==> config.mk <==
export PLATFORM = sky130hd
export DESIGN_NAME = trailing_zeroes_stream
export DESIGN_NICKNAME = d
export VERILOG_FILES = /design/src/rtl/trailing_zeroes_stream.sv
export SDC_FILE = /design/constraint.sdc
export NUM_CORES = 1
export LEC_CHECK = 0
export ABC_AREA = 1
export CAP_MARGIN = 5
export CORE_MARGIN = 8
export CORE_UTILIZATION = 25
export DETAILED_ROUTE_END_ITERATION = 7
export PLACE_DENSITY = 0.55
export SYNTH_ARGS = -nofsm -noshare
export SYNTH_HDL_FRONTEND = slang
export SYNTH_SLANG_ARGS = --single-unit
==> constraint.sdc <==
create_clock -name clk -period 4.73 [get_ports clk]
set_input_delay 0.7095 -clock clk [delete_from_list [all_inputs] [get_ports clk]]
set_output_delay 0.7095 -clock clk [all_outputs]
set_load 0.05 [all_outputs]
Fig. 1: run 1, met1 routing
Bar = 20 um. Supply wires on this layer in grey.
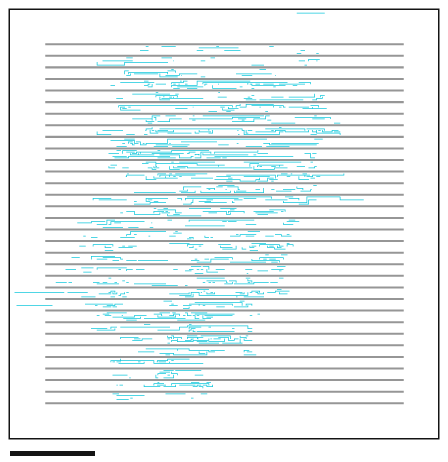
332 nets have wire on it. The layer carries 2,110 um of wire.
DR vias: 1,824
Post-Route WL: 4540 um
met1 Use GR: 0.109

Fig. 2: run 1, routing congestion
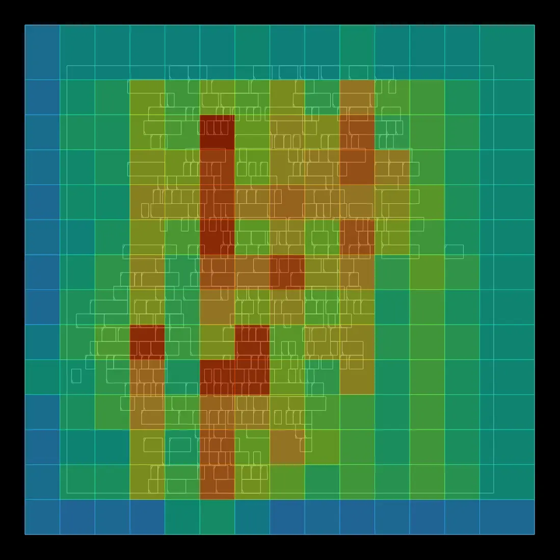
gr usage total: 0.0904
final core occ: 0.365
Routed WL per cell: 10.7 um

Fig. 3: run 1, signal metal coverage by tile
The die is cut into 20 by 20 equal tiles; dark blue is low, red is high, scaled to the fullest tile. Values are wire area over tile area, all layers added.
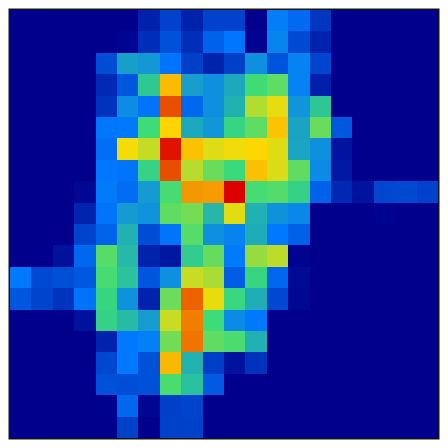
51% of the tiles are nearly empty. The densest ninth of the die: centre. The emptiest ninth of the die: south-east. The fullest tile reaches 0.39. The mean over all tiles is 0.069. 13% of the tiles are over half the peak.

==> job_summary.md, run 1 <==
## PnR job results

| Metric | Value |
|---|---|
| Status | finished clean |
| Area of the core | approximately 0.0071 sq mm |
| Slew @ Worst Pin | roughly 0.53 ns |
| Multi-input gate count | between 150 and 200 |
| Bufs w/o clock | 63 |
| First-pass GRT wire length | roughly 7600 um |
| Count leader, synth | nand2_1 |
| Layout cell share with drive strength beyond 1 | 0.327 |
| Reg-to-reg slack, setup | approximately 0.18 ns |
| Cells after Synth | roughly 260 |
| Stage-log warning count | 28 |
| Cycle use final | 0.975 |
| R2R cell count | 41 |
| Synthesized registers | 21 |
| Area of the multi-input gates | roughly 0.0013 sq mm |
| CP Capture Type | flip-flop |
| Worst hold path type | flip-flop to flip-flop |
| Power Clock | 0.116 mW |
| Max Clock Freq | between 200 and 250 MHz |
| Post-synth EDFFs | 0 |
| WS Path Type | input pin to flip-flop |
| Final setup margin | 0.118 ns |
| Static Leak | about 1.3 nW |
| Logic share of the area | 0.496 |
==> run 1: logic make-up (layout without fill, tap and decap cells) <==
| kind of cell | count (synthesis) | in the layout | share of synthesized area |
|---|---|---|---|
| AOI/OAI and AO/OA | 40 | 40 | 0.135 |
| adders and majority gates | 13 | 13 | 0.0953 |
| DFF | 21 | 21 | 0.235 |
| buffers and inverters | 51 | 116 | 0.108 |
| xor gates and xnor gates | 3 | 3 | 0.0147 |
| and+or+nand+nor | 134 | 134 | 0.412 |
==> run 1: cell usage in the layout (no fill, tap or decap), drive strengths merged, types with 2 or more instances in the layout <==
cell type,instances
o21bai,2
nor2,32
buf,41
nand3,23
ha,12
nand4,8
inv,49
a21oi,12
nand3b,2
and2,2
dfxtp,21
a22oi,4
clkbuf,6
o21ai,14
xor2,3
clkdlybuf4s50,19
nand2,67
==> run 1: what timing repair did <==
action                                 in CTS  in global routing
gates resized                              21                 29
setup buffers                               6                  4
setup endpoints to repair                  10                 10
endpoints found under the hold margin       0                  0
pin swaps                                  18                 30
==> run 1: through the flow <==
step | utilization | setup TNS [ns] | hold slack, ns | instances
final | 0.365 | 0 | 0.456 | 426
after global routing | 0.365 | -0.676 | 0.496 | 426
after CTS | 0.352 | 0 | 0.460 | 422
after detailed placement | 0.334 | -7.51 | 0.446 | 412
after global placement | 0.334 | -6.68 | 0.439 | 412
after floorplan | - | 0 | 0.466 | 262
==> run 1: per-layer routing <==
metal,up-vias,routed length (um),GRT usage
li1,978,-,-
met1,821,2110,0.109
met2,21,2290,0.163
met3,4,84,0.0138
met4,0,58,0.0221
met5,-,0,0
==> run 1: critical path: cells and delay by family <==
family	cells	cell delay, ns
AOI/OAI and AO/OA	4	0.46
adders and majority gates	6	1.42
buffers and inverters	11	0.56
and+or+nand+nor	20	1.65
Fig. 4: run 1, metal 2
Cells faint in the background.
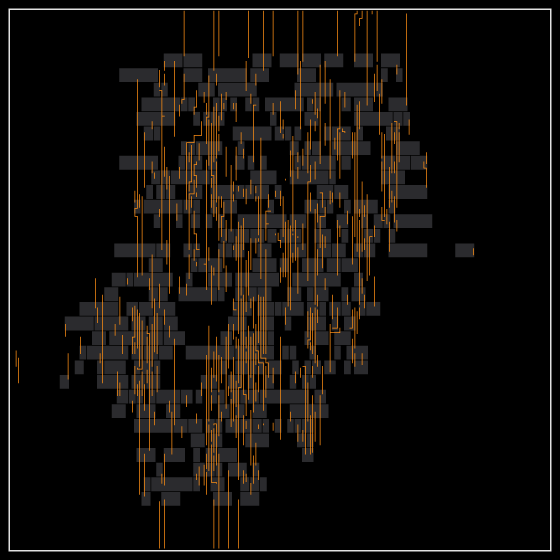

## Run 2: what changed since run 1
Settings changed: ABC_CLOCK_PERIOD_IN_PS from default to 4690, PLACE_DENSITY 0.55 to 0.54.
Clock period 4.73 ns to 4.69 ns, I/O delays scaled along.
Fig. 5: run 2, metal 2
Cells faint in the background.
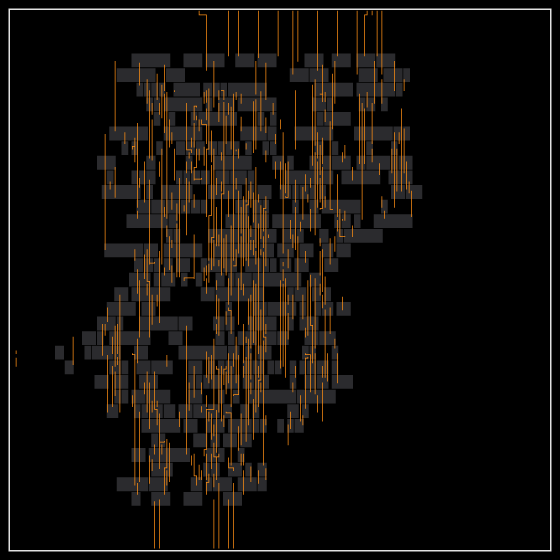
The layer carries 2,310 um of wire. 279 nets have wire on it.
routing usage on met2: 0.165
Post-Route WL: 4440 um
DR vias: 1,806

Fig. 6: run 2, signal metal coverage by tile
The die is cut into 20 by 20 equal tiles; dark blue is low, red is high, scaled to the fullest tile. Values are wire area over tile area, all layers added.
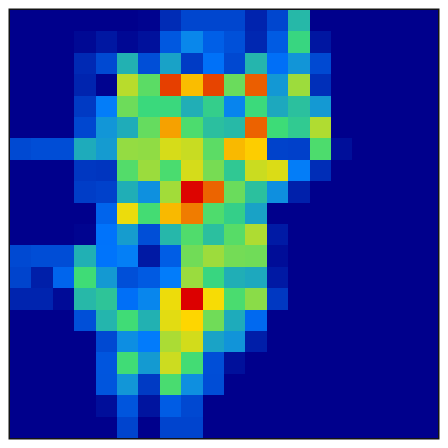
gr usage total: 0.0906
Routed WL per cell: 10.4 um

==> run 2 against run 1 <==
Compared with the run above:
- synthesized cell count unchanged
- clock skew down 0.0024 ns
- power up 2.4%
==> job_summary.md, run 2 <==
## PnR job results

| Metric | Value |
|---|---|
| Post-synth EDFFs | 0 (unchanged) |
| Slew @ Worst Pin | 0.551 ns (+0.0209 ns) |
| DR WL met2 | 2310 um (+0.70%) |
| Logic pwr share | 0.430 |
| Status | finished clean |
| First-pass GRT wire length | 7700 um (+1.1%) |
| WS Path Type | input pin to flip-flop |
| Clk_lat worst skew | around 0.26 ns |
| Area of the core | 0.00710 sq mm (unchanged) |
| Static Leak | 1.28 nW (-0.61%) |
| Final core occ | 0.368 (+0.00229) |
| Met3 routed WL | 116 um (+38%) |
| Met3 Usage GRT | 0.0173 (+0.00345) |
| Met1 Use GR | 0.108 (-0.00116) |
| Ys async rst share | 0 |
| CTS tree | built |
| Max Clock Freq | between 200 and 250 MHz |
| Area of the multi-input gates | 0.00132 sq mm (+2.3%) |
| Worst hold path type | flip-flop to flip-flop |
| Synthesized registers | 21 (unchanged) |
| Total number of yosys warnings | 0 |
| Met1 wire length | 2000 um (-5.3%) |
| Cells after Synth | 262 (unchanged) |
| Clock root cell | clkbuf_8 |
| R2R cell count | 39 (-4.9%) |
| Reg-to-reg slack, setup | 0.15 ns (-0.03 ns) |
| Layout cell share with drive strength beyond 1 | 0.347 (+0.0194) |
| CP Capture Type | flip-flop |
| Count leader, synth | nand2_1 |
| Cycle use final | 0.977 |
| CP max stage delay | between 0.2 and 0.3 ns |
| Max-Cap Viols | 0 |
| Most used routing layer | met2 |
| Top cell excl fill/tap | nand2_1 |
| Uppermost metal layer occupied by signal nets | met4 |
| Mapped cell area | between 0.0015 and 0.002 sq mm |
| Total grt overflow | 0 |
| Final Max Slew Viols | 0 |
| Cell type with the largest total area | dfxtp_1 |
| Initial antenna violation count | 0 |
| Stage-log warning count | 28 (unchanged) |
| Most numerous logic cells after layout | 46 x nand2_1, 38 x buf_4, 35 x inv_1, 24 x nor2_1, 20 x dfxtp_1 |
==> run 2: cell counts after synthesis <==
No cell type changed its count.
==> run 2: kinds of logic after synthesis <==
| kind of cell | share of synthesized area |
|---|---|
| flip-flops | 0.235 |
| AND-OR/OR-AND | 0.135 |
| XOR/XNOR | 0.0147 |
| adder cells (fa/ha/maj) | 0.0953 |
| AND/OR/NAND/NOR | 0.412 |
| buffers and inverters | 0.108 |
==> run 2: metrics by stage <==
stage	setup WS [ns]	std cells	power, mW	TNS [ns]	hold slack (ns)
6_report	0.108	425	0.557	0	0.459
5_1_grt	-0.233	425	0.598	-0.965	0.506
4_1_cts	0.00313	421	0.537	0	0.466
3_5_place_dp	-0.828	409	0.397	-7.31	0.450
3_3_place_gp	-0.792	409	0.396	-7.26	0.451
2_1_floorplan	0.000644	262	0.326	0	0.466
==> run 2: critical path: cells and delay by family <==
kind                       cells  cell delay, ns
adders and majority gates      6            1.36
buffers and inverters         10            0.56
AOI/OAI and AO/OA              5            0.53
and+or+nand+nor               18            1.57
==> run 2: layout make-up <==
| cell class | instances | share of cell area |
|---|---|---|
| Clock buffer | 3 | 0.0158 |
| Sequential cell | 21 | 0.162 |
| Multi-Input combinational cell | 190 | 0.505 |
| Tap cell | 99 | 0.0475 |
| Inverter | 49 | 0.0705 |
| Clock inverter | 1 | 0.00192 |
| Timing Repair Buffer | 62 | 0.198 |
==> run 2: power groups by stage <==
stage,Combinational (mW),Clock (mW),Sequential (mW)
2_1_floorplan,0.109,0,0.218
3_3_place_gp,0.192,0,0.203
3_5_place_dp,0.194,0,0.203
4_1_cts,0.215,0.122,0.200
5_1_grt,0.266,0.130,0.202
6_report,0.239,0.118,0.200
==> run 2: timing repair <==
action	in CTS	in global routing
setup endpoints to repair	10	10
hold buffers	0	0
resized	18	33
setup buffers	8	4
pin swaps	12	28
Power and IR drop assume default switching activity.
